===== config.mk =====
export PLATFORM = sky130hd
export DESIGN_NAME = core_run_ctrl
export DESIGN_NICKNAME = d
export VERILOG_FILES = /design/src/rtl/core_run_ctrl.sv
export SDC_FILE = /design/constraint.sdc
export NUM_CORES = 1
export LEC_CHECK = 0
export CAP_MARGIN = 40
export CELL_PAD_IN_SITES_DETAIL_PLACEMENT = 0
export CELL_PAD_IN_SITES_GLOBAL_PLACEMENT = 1
export CORE_ASPECT_RATIO = 0.6
export CORE_UTILIZATION = 41
export CTS_CLUSTER_DIAMETER = 150
export DETAILED_ROUTE_END_ITERATION = 8
export HOLD_SLACK_MARGIN = 0.03
export PLACE_DENSITY_LB_ADDON = 0.1
export SETUP_SLACK_MARGIN = 0.5
export SYNTH_ARGS = -nofsm -noshare
export SYNTH_HDL_FRONTEND = slang
export SYNTH_SLANG_ARGS = --single-unit

===== constraint.sdc =====
create_clock -name clk -period 5.65 [get_ports clk]
set_input_delay 1.695 -clock clk [delete_from_list [all_inputs] [get_ports clk]]
set_output_delay 1.695 -clock clk [all_outputs]
set_load 0.02 [all_outputs]

===== src/rtl/core_run_ctrl.sv =====
// core_run_ctrl: debug-register run/halt/single-step controller for a core's instruction fetch.
module core_run_ctrl #(
  parameter int ADDR_WIDTH  = 32,
  parameter bit HALT_ON_RST = 1'b0
) (
  input  logic                  clk,
  input  logic                  rst_n,
  input  logic                  dbg_req,
  input  logic                  dbg_wr_rd,
  input  logic [4:0]            dbg_addr,
  input  logic [31:0]           dbg_wdata,
  output logic [31:0]           dbg_rdata,
  output logic                  dbg_rd_ready,
  input  logic [ADDR_WIDTH-3:0] pc_addr,
  output logic                  pc_load,
  output logic [ADDR_WIDTH-3:0] pc_load_addr,
  output logic                  insn_fetch_en,
  input  logic                  insn_fetch_ack
);
  typedef enum logic [1:0] {RUN, HALTED, STEP} state_t;
  localparam state_t RST_ST = HALT_ON_RST ? HALTED : RUN;
  state_t state, state_n;
  logic        err, err_n;
  logic [15:0] insn_cnt;
  logic [31:0] scratch, rd_mux, status, pc_rd;
  logic        wr, rd, ctrl_wr, pc_wr, halt, resume, step, fetch, set_err, clr_err;
  assign insn_fetch_en = state != HALTED;
  assign pc_rd  = 32'({pc_addr, 2'b00});
  assign status = {insn_cnt, 11'b0, err, 1'b0, state == STEP, state == RUN, state == HALTED};
  // CTRL bit priority: halt over step over resume
  always_comb begin
    wr      = dbg_req & dbg_wr_rd;
    rd      = dbg_req & ~dbg_wr_rd;
    ctrl_wr = wr & (dbg_addr == 5'd0);
    pc_wr   = wr & (dbg_addr == 5'd2);
    halt    = ctrl_wr & dbg_wdata[0];
    step    = ctrl_wr & dbg_wdata[2] & ~dbg_wdata[0];
    resume  = ctrl_wr & dbg_wdata[1] & ~dbg_wdata[2] & ~dbg_wdata[0];
    fetch   = insn_fetch_en & insn_fetch_ack;
    rd_mux  = dbg_addr == 5'd1 ? status :
              dbg_addr == 5'd2 ? pc_rd :
              dbg_addr == 5'd3 ? scratch : 32'd0;
  end
  always_comb begin
    state_n = state;
    case (state)
      RUN:     state_n = halt ? HALTED : RUN;
      HALTED:  state_n = step ? STEP : resume ? RUN : HALTED;
      STEP:    state_n = (halt | fetch) ? HALTED : STEP;
      default: state_n = RUN;
    endcase
    set_err = (step & (state == RUN)) | (pc_wr & (state != HALTED));
    clr_err = rd & (dbg_addr == 5'd1);
    err_n   = set_err ? 1'b1 : clr_err ? 1'b0 : err;
  end
  always_ff @(posedge clk or negedge rst_n) begin
    if (!rst_n) begin
      state        <= RST_ST;
      err          <= 1'b0;
      insn_cnt     <= 16'd0;
      scratch      <= 32'd0;
      dbg_rdata    <= 32'd0;
      dbg_rd_ready <= 1'b0;
      pc_load      <= 1'b0;
      pc_load_addr <= '0;
    end else begin
      state        <= state_n;
      err          <= err_n;
      insn_cnt     <= insn_cnt + 16'(fetch);
      dbg_rd_ready <= rd;
      pc_load      <= pc_wr & (state == HALTED);
      if (wr && dbg_addr == 5'd3) scratch <= dbg_wdata;
      if (rd) dbg_rdata <= rd_mux;
      if (pc_wr && state == HALTED) pc_load_addr <= dbg_wdata[ADDR_WIDTH-1:2];
    end
  end
endmodule

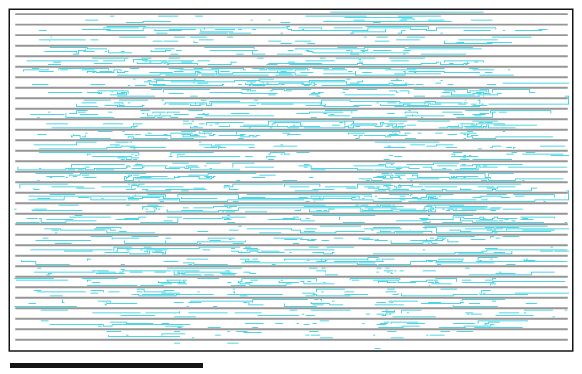
**Above:** signal wires on met1.
Scale bar: 50 um. Supply wires on this layer in grey.
share of all routed wire: 52%
nets with wire on the layer: 543
main direction: horizontal
Vias: 3604
Total Routed Length: 12670 um
M1 GR Usage: 31.38%

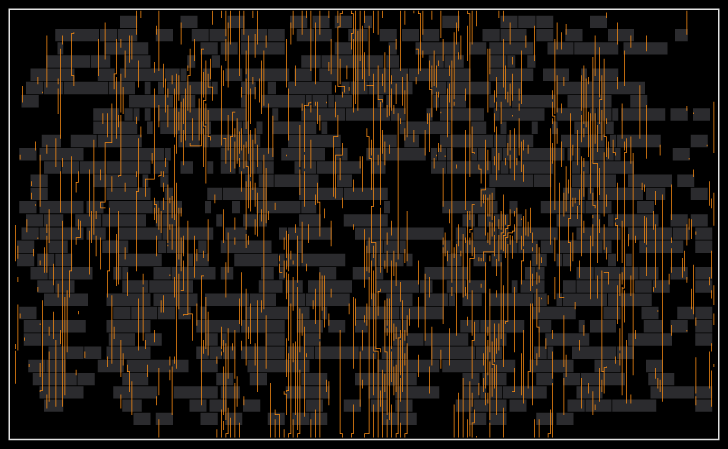
**Above:** met2 routing.
share of all routed wire: 42%
longest straight run: 45.6 um
Global Route met2 Usage: 30.42%

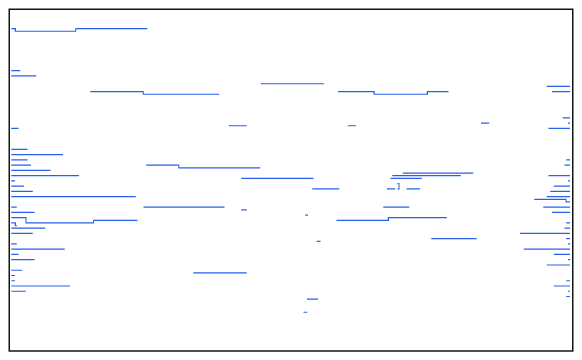
**Above:** metal 3.
main direction: horizontal
longest straight run: 32.0 um
share of all routed wire: 4.9%
nets with wire on the layer: 72
wire length on this layer: 623 um

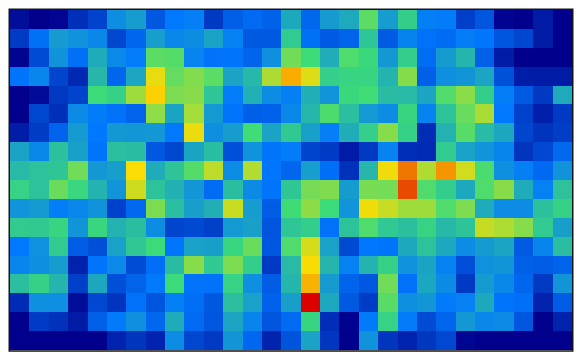
**Above:** wiring heat map.
The die is cut into 29 by 18 equal tiles; dark blue is low, red is high, scaled to the fullest tile. Values are wire area over tile area, all layers added.
nearly empty tiles: 5.2%
densest ninth of the die: right middle
fullest tile: 0.48
tiles over half the peak: 14%
mean over tiles: 0.15

==> results.py <==
# Flow results
metrics = {
    "sta": {
        "tightest_slew_ns": 0.8339,
        "timing.final.ws_setup_ns": 1.823,
        "setup_viol": 0,
        "finClkSkew_ns": 0.009380,
        "post-route-period-util_pct": 67.74,
        "setup_tns_ns": 0,
        "rsz0062_at_grt": "no",
        "fmaxAchievable_ghz": 0.2613,
    },
    "yosys": {
        "synthTopCellsByArea": "dfrtp_1 57%, mux2_4 12%, mux2_2 4.4%, o41ai_1 3.3%, nor2_1 3.3%",
        "avgSynthCellArea_um2": 12.48,
        "ys_sh_aoi_pct": 7.949,
        "ys_seq_share_pct": 56.78,
        "synth_cell_types": 37,
        "ys_cells": 406,
        "ff_type": "dfrtp_1",
        "synth_area_mm2": 0.005069,
        "netlist.area_leader.share_pct": 56.78,
        "synth_nets": 480,
        "synthArstFlopShare_pct": 100.0,
        "yosysChipArea_mm2": 0.005069,
    },
    "clocking": {
        "path_clk_slew_ns": 0.05,
        "clk_latency_ns": 0.41,
        "cts_hold_buf": 0,
        "clock-root-buffer": "clkbuf_16",
        "htreeDepth": 4,
        "post_cts.repair.setup_buffers": 0,
        "clkSinkCount": 115,
    },
    "pwr": {
        "pwr-share-seq_pct": 41.7,
        "irDropWorstVdd_v": 0.0002264,
        "power-top-group": "clock",
        "power.share.combinational_pct": 13.7,
        "power.switching_uw": 562.5,
        "powerClk_uw": 1030,
    },
    "worst_setup_path": {
        "rr_endpoint": "insn_cnt[10]",
        "crit_required_ns": 5.94,
        "cp_top_family": "simple AND/OR/NAND/NOR gates",
        "rr_worst_depth": 8,
        "cp_slowest_stage_delay_ns": 0.63,
        "r2r_setup_slack_ns": 3.48,
        "worstSetupStartpointType": "primary input",
        "crit_end": "scratch[23]",
        "path_depth": 6,
    },
    "final_layout": {
        "drive_gt1_share_pct": 17.99,
        "bufAreaShareNonClock_pct": 19.72,
        "final_nets": 617,
        "dominant_cells": "registers",
        "seqAreaFraction_pct": 40.43,
        "final_area_mm2": 0.007118,
        "clkbuf_count": 23,
        "seq_cell_count": 115,
        "seq_area_mm2": 0.002878,
        "comb_cells": 263,
    },
    "min_path": {
        "hold_path.class": "reg2reg",
    },
    "placed_design": {
        "postPlaceCellArea_mm2": 0.006545,
        "dp_cells": 689,
        "gp_congestion": 0.7666,
        "post-dp-hpwl_um": 8637,
    },
    "route": {
        "first_pass_iters": 4,
        "met1_length_um": 6581,
        "drtAntennaViolNets": 0,
        "drt_iter0_drc": 217,
    },
    "floorplanning": {
        "die_area_mm2": 0.01283,
        "num_io_pins": 137,
    },
    "grt": {
        "grt_max_degree": 54,
    },
    "flow_run": {
        "cap_violations": 0,
    },
    "run_status": {
        "status": "completed",
    },
}
[through the flow]
stage | utilization (%) | hold slack [ns]
after floorplan | - | 0.4423
after global placement | 54.09 | 0.4574
after detailed placement | 54.26 | 0.4567
after CTS | 59.01 | 0.4703
after global routing | 59.01 | 0.5075
final | 59.01 | 0.4725
[layout by cell type, fill, tap and decap left out, drive strengths merged, types with 5 or more instances in the layout]
cell type,n
mux2i,12
buf,7
clkbuf,23
inv,5
nor2,45
nand3,9
xor2,8
o41ai,19
a21oi,22
o31ai,12
dfrtp,115
mux2,62
nand2,41
clkdlybuf4s50,134
xnor2,6
[synth_stat cells, drive strengths merged (5+ instances only)]
master and n:
o31ai 12, nand3 9, a21oi 22, mux2i 12
buf 10, nor2 45, nand2 41, mux2 62
xnor2 6, xor2 8, inv 5, o41ai 19
clkbuf 13, dfrtp 115
Power is estimated from default activity; no workload was simulated.
